Fig. 1: placement by cell class
Bar = 100 um.
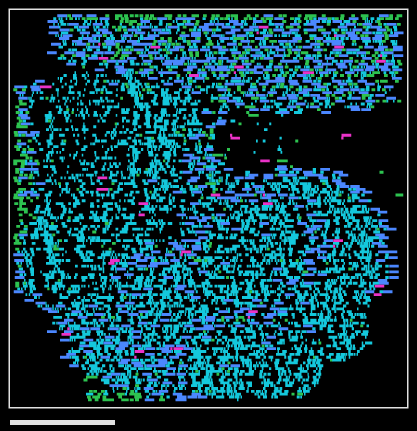
Fig. 2: clock distribution
Bar = 100 um.
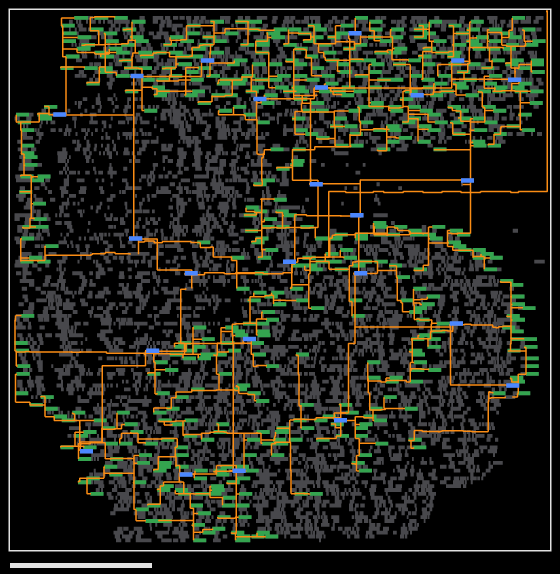
Fig. 3: logic cells by family
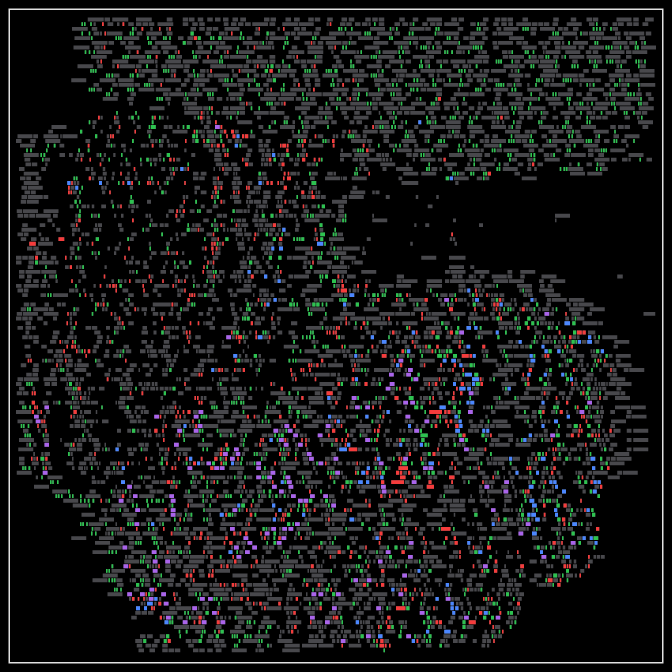
Fig. 4: routed metal per tile
Bar = 100 um. 38 x 38 tiles, from dark blue (low) to red (high), scaled to the fullest tile. Values are wire area over tile area, all layers added.
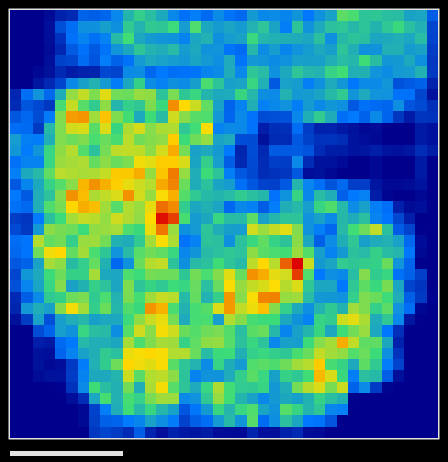
Fig. 5: congestion heat map
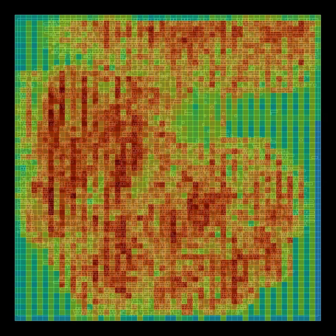
==> src/rtl/cpu_ex_md.sv <==
// Execute stage: single-cycle ALU path plus an iterative RV32M multiply/divide
// unit, valid/ready handshaking upstream and downstream, async forwarding to decode.
package cpu_ex_md_pkg;
    typedef enum logic [3:0] {
        ALU_ADD, ALU_SUB, ALU_SLL, ALU_SLT, ALU_SLTU,
        ALU_XOR, ALU_SRL, ALU_SRA, ALU_OR, ALU_AND
    } alu_mode_t;
    typedef enum logic [1:0] {MA_X, MA_LD, MA_ST} ma_mode_t;
    typedef enum logic [2:0] {MA_B, MA_H, MA_W, MA_BU, MA_HU} ma_size_t;
    typedef enum logic [1:0] {WB_SRC_ALU, WB_SRC_MEM, WB_SRC_CSR} wb_src_t;

    localparam ma_mode_t NOP_MA_MODE  = MA_X;
    localparam ma_size_t NOP_MA_SIZE  = MA_W;
    localparam wb_src_t  NOP_WB_SRC   = WB_SRC_ALU;
    localparam logic     NOP_WB_VALID = 1'b0;
endpackage

module cpu_ex_md
    import cpu_ex_md_pkg::*;
#(
    parameter int              XLEN    = 32,
    parameter int              MD_STEP = 1,
    parameter logic [XLEN-1:0] NOP_PC  = {XLEN{1'b1}}
) (
    input  logic            clk_i,
    input  logic            rst_ni,
    input  logic            valid_i,
    output logic            ready_o,
    input  logic            flush_i,
    input  logic [XLEN-1:0] pc_i,
    input  logic [XLEN-1:0] ir_i,
    input  logic [XLEN-1:0] alu_op1_i,
    input  logic [XLEN-1:0] alu_op2_i,
    input  alu_mode_t       alu_mode_i,
    input  logic            md_en_i,
    input  logic [2:0]      md_op_i,
    input  ma_mode_t        ma_mode_i,
    input  ma_size_t        ma_size_i,
    input  logic [XLEN-1:0] ma_data_i,
    input  wb_src_t         wb_src_i,
    input  logic [XLEN-1:0] wb_data_i,
    input  logic            wb_valid_i,
    output logic [4:0]      wb_addr_async_o,
    output logic [XLEN-1:0] wb_data_async_o,
    output logic            wb_ready_async_o,
    output logic            wb_valid_async_o,
    output logic            empty_async_o,
    output logic            valid_o,
    input  logic            ready_i,
    output logic [XLEN-1:0] pc_o,
    output logic [XLEN-1:0] ir_o,
    output logic [XLEN-1:0] ma_addr_o,
    output ma_mode_t        ma_mode_o,
    output ma_size_t        ma_size_o,
    output logic [XLEN-1:0] ma_data_o,
    output wb_src_t         wb_src_o,
    output logic [XLEN-1:0] wb_data_o,
    output logic            wb_valid_o
);
    localparam int NSTEP = XLEN / MD_STEP;
    localparam int CW    = $clog2(NSTEP + 1);
    localparam int SW    = $clog2(XLEN);
    localparam logic [XLEN-1:0] NOP_IR = XLEN'(32'h0000_0013);
    localparam logic [XLEN-1:0] SMIN   = {1'b1, {(XLEN-1){1'b0}}};

    localparam logic [1:0] ST_IDLE = 2'd0;
    localparam logic [1:0] ST_BUSY = 2'd1;
    localparam logic [1:0] ST_DONE = 2'd2;

    logic [1:0]        state_reg;
    logic [CW-1:0]     cnt_reg;
    logic [2:0]        md_op_reg;
    logic              neg_q_reg, neg_r_reg;
    logic [2*XLEN-1:0] acc_reg, mcand_reg;
    logic [XLEN-1:0]   mplier_reg, md_res_reg;
    logic [XLEN-1:0]   pc_reg, ir_reg, op1_reg, op2_reg, ma_data_reg, wb_data_reg;
    alu_mode_t         alu_mode_reg;
    ma_mode_t          ma_mode_reg;
    ma_size_t          ma_size_reg;
    wb_src_t           wb_src_reg;
    logic              wb_valid_reg;

    logic            idle, out_en, accept;
    logic [XLEN-1:0] cur_op1, cur_op2, cur_pc, cur_ir, cur_ma_data, cur_wb_data;
    alu_mode_t       cur_alu_mode;
    ma_mode_t        cur_ma_mode;
    ma_size_t        cur_ma_size;
    wb_src_t         cur_wb_src;
    logic            cur_wb_valid, cur_valid;

    assign idle    = (state_reg == ST_IDLE);
    assign out_en  = !valid_o || ready_i;
    assign ready_o = idle && out_en;
    assign accept  = valid_i && ready_o && !flush_i;

    // In IDLE the stage looks at its inputs; otherwise at the latched MD instruction.
    always_comb begin
        if (idle) begin
            cur_op1 = alu_op1_i;  cur_op2 = alu_op2_i;  cur_alu_mode = alu_mode_i;
            cur_pc = pc_i;  cur_ir = ir_i;  cur_ma_mode = ma_mode_i;  cur_ma_size = ma_size_i;
            cur_ma_data = ma_data_i;  cur_wb_src = wb_src_i;  cur_wb_data = wb_data_i;
            cur_wb_valid = wb_valid_i;  cur_valid = valid_i;
        end else begin
            cur_op1 = op1_reg;  cur_op2 = op2_reg;  cur_alu_mode = alu_mode_reg;
            cur_pc = pc_reg;  cur_ir = ir_reg;  cur_ma_mode = ma_mode_reg;  cur_ma_size = ma_size_reg;
            cur_ma_data = ma_data_reg;  cur_wb_src = wb_src_reg;  cur_wb_data = wb_data_reg;
            cur_wb_valid = wb_valid_reg;  cur_valid = 1'b1;
        end
    end

    logic [XLEN-1:0] alu_res;
    logic [SW-1:0]   shamt;
    assign shamt = cur_op2[SW-1:0];

    always_comb begin
        alu_res = '0;
        case (cur_alu_mode)
            ALU_ADD:  alu_res = cur_op1 + cur_op2;
            ALU_SUB:  alu_res = cur_op1 - cur_op2;
            ALU_SLL:  alu_res = cur_op1 << shamt;
            ALU_SLT:  alu_res = {{(XLEN-1){1'b0}}, $signed(cur_op1) < $signed(cur_op2)};
            ALU_SLTU: alu_res = {{(XLEN-1){1'b0}}, cur_op1 < cur_op2};
            ALU_XOR:  alu_res = cur_op1 ^ cur_op2;
            ALU_SRL:  alu_res = cur_op1 >> shamt;
            ALU_SRA:  alu_res = $signed(cur_op1) >>> shamt;
            ALU_OR:   alu_res = cur_op1 | cur_op2;
            ALU_AND:  alu_res = cur_op1 & cur_op2;
            default:  alu_res = '0;
        endcase
    end

    // Operand preparation: the iterative core works on magnitudes only.
    logic            is_div_in, s1_in, s2_in, neg1_in, neg2_in, div_zero, div_ovf, corner;
    logic [XLEN-1:0] mag1_in, mag2_in, corner_res;

    assign is_div_in = md_op_i[2];
    assign s1_in     = (md_op_i == 3'd1) || (md_op_i == 3'd2) || (md_op_i[2] && !md_op_i[0]);
    assign s2_in     = (md_op_i == 3'd1) || (md_op_i[2] && !md_op_i[0]);
    assign neg1_in   = s1_in && alu_op1_i[XLEN-1];
    assign neg2_in   = s2_in && alu_op2_i[XLEN-1];
    assign mag1_in   = neg1_in ? -alu_op1_i : alu_op1_i;
    assign mag2_in   = neg2_in ? -alu_op2_i : alu_op2_i;
    assign div_zero  = (alu_op2_i == '0);
    assign div_ovf   = s2_in && (alu_op1_i == SMIN) && (alu_op2_i == {XLEN{1'b1}});
    assign corner    = is_div_in && (div_zero || div_ovf);

    always_comb begin
        if (div_zero) corner_res = md_op_i[1] ? alu_op1_i : {XLEN{1'b1}};
        else          corner_res = md_op_i[1] ? '0 : alu_op1_i;
    end

    // MD_STEP iterations of shift-add multiply or restoring divide per BUSY cycle.
    logic [2*XLEN-1:0] acc_step, mcand_step, prod;
    logic [XLEN-1:0]   mplier_step, quo, rem, md_fin;
    logic [XLEN:0]     rem_t;

    always_comb begin
        acc_step    = acc_reg;
        mcand_step  = mcand_reg;
        mplier_step = mplier_reg;
        rem_t       = '0;
        for (int k = 0; k < MD_STEP; k++) begin
            if (md_op_reg[2]) begin
                rem_t       = {acc_step[XLEN-1:0], mplier_step[XLEN-1]};
                mplier_step = {mplier_step[XLEN-2:0], 1'b0};
                if (rem_t >= {1'b0, mcand_step[XLEN-1:0]}) begin
                    rem_t          = rem_t - {1'b0, mcand_step[XLEN-1:0]};
                    mplier_step[0] = 1'b1;
                end
                acc_step = {{XLEN{1'b0}}, rem_t[XLEN-1:0]};
            end else begin
                if (mplier_step[0]) acc_step = acc_step + mcand_step;
                mcand_step  = mcand_step << 1;
                mplier_step = mplier_step >> 1;
            end
        end
    end

    assign prod = neg_q_reg ? -acc_step : acc_step;
    assign quo  = neg_q_reg ? -mplier_step : mplier_step;
    assign rem  = neg_r_reg ? -acc_step[XLEN-1:0] : acc_step[XLEN-1:0];

    always_comb begin
        if (md_op_reg[2])              md_fin = md_op_reg[1] ? rem : quo;
        else if (md_op_reg[1:0] == 2'd0) md_fin = prod[XLEN-1:0];
        else                           md_fin = prod[2*XLEN-1:XLEN];
    end

    always_ff @(posedge clk_i or negedge rst_ni) begin
        if (!rst_ni) begin
            state_reg  <= ST_IDLE;  cnt_reg <= '0;  md_op_reg <= '0;
            neg_q_reg  <= 1'b0;  neg_r_reg <= 1'b0;
            acc_reg    <= '0;  mcand_reg <= '0;  mplier_reg <= '0;  md_res_reg <= '0;
            pc_reg     <= NOP_PC;  ir_reg <= NOP_IR;  op1_reg <= '0;  op2_reg <= '0;
            alu_mode_reg <= ALU_ADD;  ma_mode_reg <= NOP_MA_MODE;  ma_size_reg <= NOP_MA_SIZE;
            ma_data_reg  <= '0;  wb_src_reg <= NOP_WB_SRC;  wb_data_reg <= '0;
            wb_valid_reg <= NOP_WB_VALID;
        end else if (flush_i) begin
            state_reg <= ST_IDLE;
        end else begin
            case (state_reg)
                ST_IDLE: begin
                    if (accept && md_en_i) begin
                        pc_reg <= pc_i;  ir_reg <= ir_i;  op1_reg <= alu_op1_i;  op2_reg <= alu_op2_i;
                        alu_mode_reg <= alu_mode_i;  ma_mode_reg <= ma_mode_i;  ma_size_reg <= ma_size_i;
                        ma_data_reg  <= ma_data_i;  wb_src_reg <= wb_src_i;  wb_data_reg <= wb_data_i;
                        wb_valid_reg <= wb_valid_i;  md_op_reg <= md_op_i;
                        neg_q_reg <= neg1_in ^ neg2_in;
                        neg_r_reg <= neg1_in;
                        acc_reg    <= '0;
                        mcand_reg  <= {{XLEN{1'b0}}, is_div_in ? mag2_in : mag1_in};
                        mplier_reg <= is_div_in ? mag1_in : mag2_in;
                        cnt_reg    <= '0;
                        if (corner) begin
                            md_res_reg <= corner_res;
                            state_reg  <= ST_DONE;
                        end else begin
                            state_reg  <= ST_BUSY;
                        end
                    end
                end
                ST_BUSY: begin
                    acc_reg    <= acc_step;
                    mcand_reg  <= mcand_step;
                    mplier_reg <= mplier_step;
                    cnt_reg    <= cnt_reg + CW'(1);
                    if (cnt_reg == CW'(NSTEP - 1)) begin
                        md_res_reg <= md_fin;
                        state_reg  <= ST_DONE;
                    end
                end
                ST_DONE:  if (out_en) state_reg <= ST_IDLE;
                default:  state_reg <= ST_IDLE;
            endcase
        end
    end

    logic [XLEN-1:0] res_sel, fwd_data;
    assign res_sel  = (state_reg == ST_DONE) ? md_res_reg : alu_res;
    assign fwd_data = (cur_wb_src == WB_SRC_ALU) ? res_sel : cur_wb_data;

    assign wb_addr_async_o  = cur_ir[11:7];
    assign wb_data_async_o  = fwd_data;
    assign wb_valid_async_o = cur_valid && cur_wb_valid;
    assign empty_async_o    = idle && (!valid_i || (pc_i == NOP_PC));

    // An MD op sitting at the input has no result yet, so it is not forwardable.
    always_comb begin
        case (state_reg)
            ST_BUSY: wb_ready_async_o = 1'b0;
            ST_DONE: wb_ready_async_o = 1'b1;
            default: wb_ready_async_o = (wb_src_i != WB_SRC_MEM) && !(valid_i && md_en_i);
        endcase
    end

    logic            load_real, valid_next, wb_valid_next;
    logic [XLEN-1:0] pc_next, ir_next, ma_addr_next, ma_data_next, wb_data_next;
    ma_mode_t        ma_mode_next;
    ma_size_t        ma_size_next;
    wb_src_t         wb_src_next;

    assign load_real = !flush_i && ((idle && accept && !md_en_i) || (state_reg == ST_DONE));

    always_comb begin
        valid_next = 1'b0;  pc_next = NOP_PC;  ir_next = NOP_IR;  ma_addr_next = '0;
        ma_mode_next = NOP_MA_MODE;  ma_size_next = NOP_MA_SIZE;  ma_data_next = '0;
        wb_src_next = NOP_WB_SRC;  wb_data_next = '0;  wb_valid_next = NOP_WB_VALID;
        if (load_real) begin
            valid_next    = 1'b1;
            pc_next       = cur_pc;
            ir_next       = cur_ir;
            ma_addr_next  = (cur_ma_mode != MA_X) ? alu_res : '0;
            ma_mode_next  = cur_ma_mode;
            ma_size_next  = cur_ma_size;
            ma_data_next  = cur_ma_data;
            wb_src_next   = cur_wb_src;
            wb_data_next  = fwd_data;
            wb_valid_next = cur_wb_valid;
        end
    end

    // Flush forces a bubble into the output register even under back-pressure.
    always_ff @(posedge clk_i or negedge rst_ni) begin
        if (!rst_ni) begin
            valid_o <= 1'b0;  pc_o <= NOP_PC;  ir_o <= NOP_IR;  ma_addr_o <= '0;
            ma_mode_o <= NOP_MA_MODE;  ma_size_o <= NOP_MA_SIZE;  ma_data_o <= '0;
            wb_src_o <= NOP_WB_SRC;  wb_data_o <= '0;  wb_valid_o <= NOP_WB_VALID;
        end else if (flush_i || out_en) begin
            valid_o <= valid_next;  pc_o <= pc_next;  ir_o <= ir_next;  ma_addr_o <= ma_addr_next;
            ma_mode_o <= ma_mode_next;  ma_size_o <= ma_size_next;  ma_data_o <= ma_data_next;
            wb_src_o <= wb_src_next;  wb_data_o <= wb_data_next;  wb_valid_o <= wb_valid_next;
        end
    end
endmodule

==> config.mk <==
export PLATFORM = sky130hd
export DESIGN_NAME = cpu_ex_md
export DESIGN_NICKNAME = d
export VERILOG_FILES = /design/src/rtl/cpu_ex_md.sv
export SDC_FILE = /design/constraint.sdc
export NUM_CORES = 2
export LEC_CHECK = 0
export CAP_MARGIN = 40
export CORE_MARGIN = 3
export CORE_UTILIZATION = 35
export CTS_CLUSTER_DIAMETER = 200
export CTS_CLUSTER_SIZE = 30
export DETAILED_ROUTE_END_ITERATION = 8
export MAX_ROUTING_LAYER = met4
export SETUP_SLACK_MARGIN = 0.15
export SYNTH_ARGS = -nofsm -noshare
export SYNTH_HDL_FRONTEND = slang
export SYNTH_SLANG_ARGS = --single-unit
export TNS_END_PERCENT = 1
==> constraint.sdc <==
create_clock -name clk_i -period 14.9 [get_ports clk_i]
set_clock_uncertainty 0.15 [all_clocks]
set_input_delay 2.98 -clock clk_i [delete_from_list [all_inputs] [get_ports clk_i]]
set_output_delay 2.98 -clock clk_i [all_outputs]
set_load 0.05 [all_outputs]
==> results.json <==
{
  "clk_pin_slew_ns": 0.12,
  "wire_length_of_the_first_global_routing_pass_um": 348000,
  "timing.max_cap.violations": 0,
  "count_of_instantiated_cells_in_the_yosys_netlist": 6357,
  "drc": 0,
  "post_synth_main_area_contributors": "sky130_fd_sc_hd__dfrtp_1 (26%), sky130_fd_sc_hd__nand2_1 (9.1%), sky130_fd_sc_hd__mux2i_1 (7.0%), sky130_fd_sc_hd__o21ai_0 (5.3%), sky130_fd_sc_hd__ha_1 (5.2%)",
  "critPathArrivalTime_ns": 9.54,
  "power_report.internal_total_w": 0.00603,
  "synth.distinct_cells": 113,
  "synth-edff-count": 0,
  "synth.avg_cell_area_um2": 7.68,
  "timing.setup.tns_ns": 0,
  "number_of_filler_instances_in_the_final_layout": 14190,
  "detailroute.via_count": 52288,
  "synthSimpleGateAreaFrac_pct": 21.5,
  "post_synth_inst_count": 6357,
  "cts-root-to-sink-buffers": 3,
  "finalWirelength_um": 244000,
  "antenna_left": 0,
  "grt_pass1_vias": 47756,
  "floorplan.initialDensity_pct": 35.4,
  "dp_slack_ns": 2.39,
  "ctsResizeCount": 0,
  "ctsHtreeMaxLevel": 1,
  "timing_max_transition_violations_final": 0,
  "regToRegStartpoint": "state_reg[0]",
  "clockRootBuffer": "sky130_fd_sc_hd__clkbuf_16",
  "post-layout-total-power_w": 0.0151,
  "avgRoutedWirePerCell_um": 29.1,
  "cp_slowest_cell": "sky130_fd_sc_hd__a221oi_1",
  "yosys_warnings": 0,
  "power.share.switching_pct": 60.2,
  "switchingPower_w": 0.00911,
  "io-pin-count": 423,
  "final_cell_mix": "sky130_fd_sc_hd__nand2_1 (1,184), sky130_fd_sc_hd__nor2_1 (529), sky130_fd_sc_hd__o21ai_0 (520), sky130_fd_sc_hd__dfrtp_1 (503), sky130_fd_sc_hd__a21oi_1 (471)",
  "asyncSetResetFlopFracSynth_pct": 100,
  "cts_tree": "yes",
  "clock_sink_count": 578,
  "dpl_cell_area_mm2": 0.0549,
  "routabilityCongestion": 1.08,
  "drt_first_iter_violations": 6973,
  "synth.top_cell.area_share_pct": 25.9,
  "synthesis.nets": 6775,
  "synth-adder-area-share_pct": 5.31,
  "clk-insertion-delay-late_ns": 0.68,
  "power_per_standard_cell_area_mw_per_mm2": 272,
  "max_slew.worst_pin.slew_ns": 1.05,
  "relative_contribution_of_the_clock_network_to_total_power_pct": 6.1,
  "globalRouteOverflowTotal": 0,
  "outcome": "finished, final reports clean",
  "finalNetCount": 6906,
  "drive_above_1_share_pct": 6.99
}
About Fig. 1:
- clock drivers and dummy loads: magenta (cells 44)
- other buffers and delay cells: green (cells 571)
- flip-flops: blue (cells 578)
- all other logic: cyan (cells 5,313)

About Fig. 2:
- cells driving clock nets: blue (count 24)
- flip-flops: green (count 578)
- clock wires: orange (length 8,690 um)
- routed clock nets: 25
- flops lie: spread over the die

About Fig. 3:
- XOR/XNOR gates: purple (cells 160; most used xnor2_1)
- NOR gates: red (cells 769; most used nor2_1; where spread over the die)
- AND and OR gates: blue (cells 168; most used or3_1)
- NAND gates: green (cells 1,433; most used nand2_1; where spread over the die)

About Fig. 4:
- nearly empty tiles: 12%
- tiles over half the peak: 26%
- fullest tile: 0.80
- mean over tiles: 0.28

About Fig. 5:
global-route track usage on met2: 49.6%
GRT Resource Usage Total: 33.0%

## cell type report
class | instances | area (um^2) | share of cell area (%)
antenna | 21 | 52.6 | 0.0942
tap | 1863 | 2330 | 4.18
multi-input combinational | 5115 | 31900 | 57.1
clock buffer | 40 | 661 | 1.18
inverter | 198 | 743 | 1.33
timing repair buffer | 571 | 5480 | 9.82
sequential | 578 | 14600 | 26.1
clock inverter | 4 | 82.6 | 0.148
## power by group through the flow
| stage | logic (W) | registers, W | clock network (W) |
|---|---|---|---|
| floorplan | 0.00686 | 0.00281 | 0 |
| global placement | 0.0111 | 0.00275 | 0 |
| detailed placement | 0.0111 | 0.00276 | 0 |
| CTS | 0.0111 | 0.00273 | 0.000939 |
| global route | 0.0120 | 0.00281 | 0.000988 |
| finish | 0.0115 | 0.00276 | 0.000919 |
## tightest hold or removal path: stages, from the launching register on
cell and delay, ns:
sky130_fd_sc_hd__dfstp_2 0.39, sky130_fd_sc_hd__nand2_1 0.05, sky130_fd_sc_hd__nand2_1 0.04
## metal layers
layer	part of all wire, %	GRT usage [%]
met1	42	44.6
met2	44	49.6
met3	8.5	4.51
met4	5.3	14.0
met5	0	-
## through the flow
stage               utilization (%)  hold slack [ns]
floorplan                         -            0.288
global placement               39.6            0.296
detailed placement             39.8            0.298
CTS                            40.4            0.317
global route                   40.4            0.330
finish                         40.4            0.315
## path summary, 6_finish.rpt
| kind | to | slack [ns] | cells after the start |
|---|---|---|---|
| max in group asynchronous | op1_reg[2] | 10.30 | 3 |
| min in group asynchronous | wb_data_o[14] | 2.21 | 1 |
| worst max register to register | wb_data_o[30] | 7.29 | 20 |
| worst min register to register | pc_reg[1] | 0.31 | 2 |
| worst max-delay path | wb_data_async_o[22] | 2.23 | 19 |
| worst min-delay path | pc_reg[1] | 0.31 | 2 |
No activity file was given, so power comes from the tool's default toggle rates.
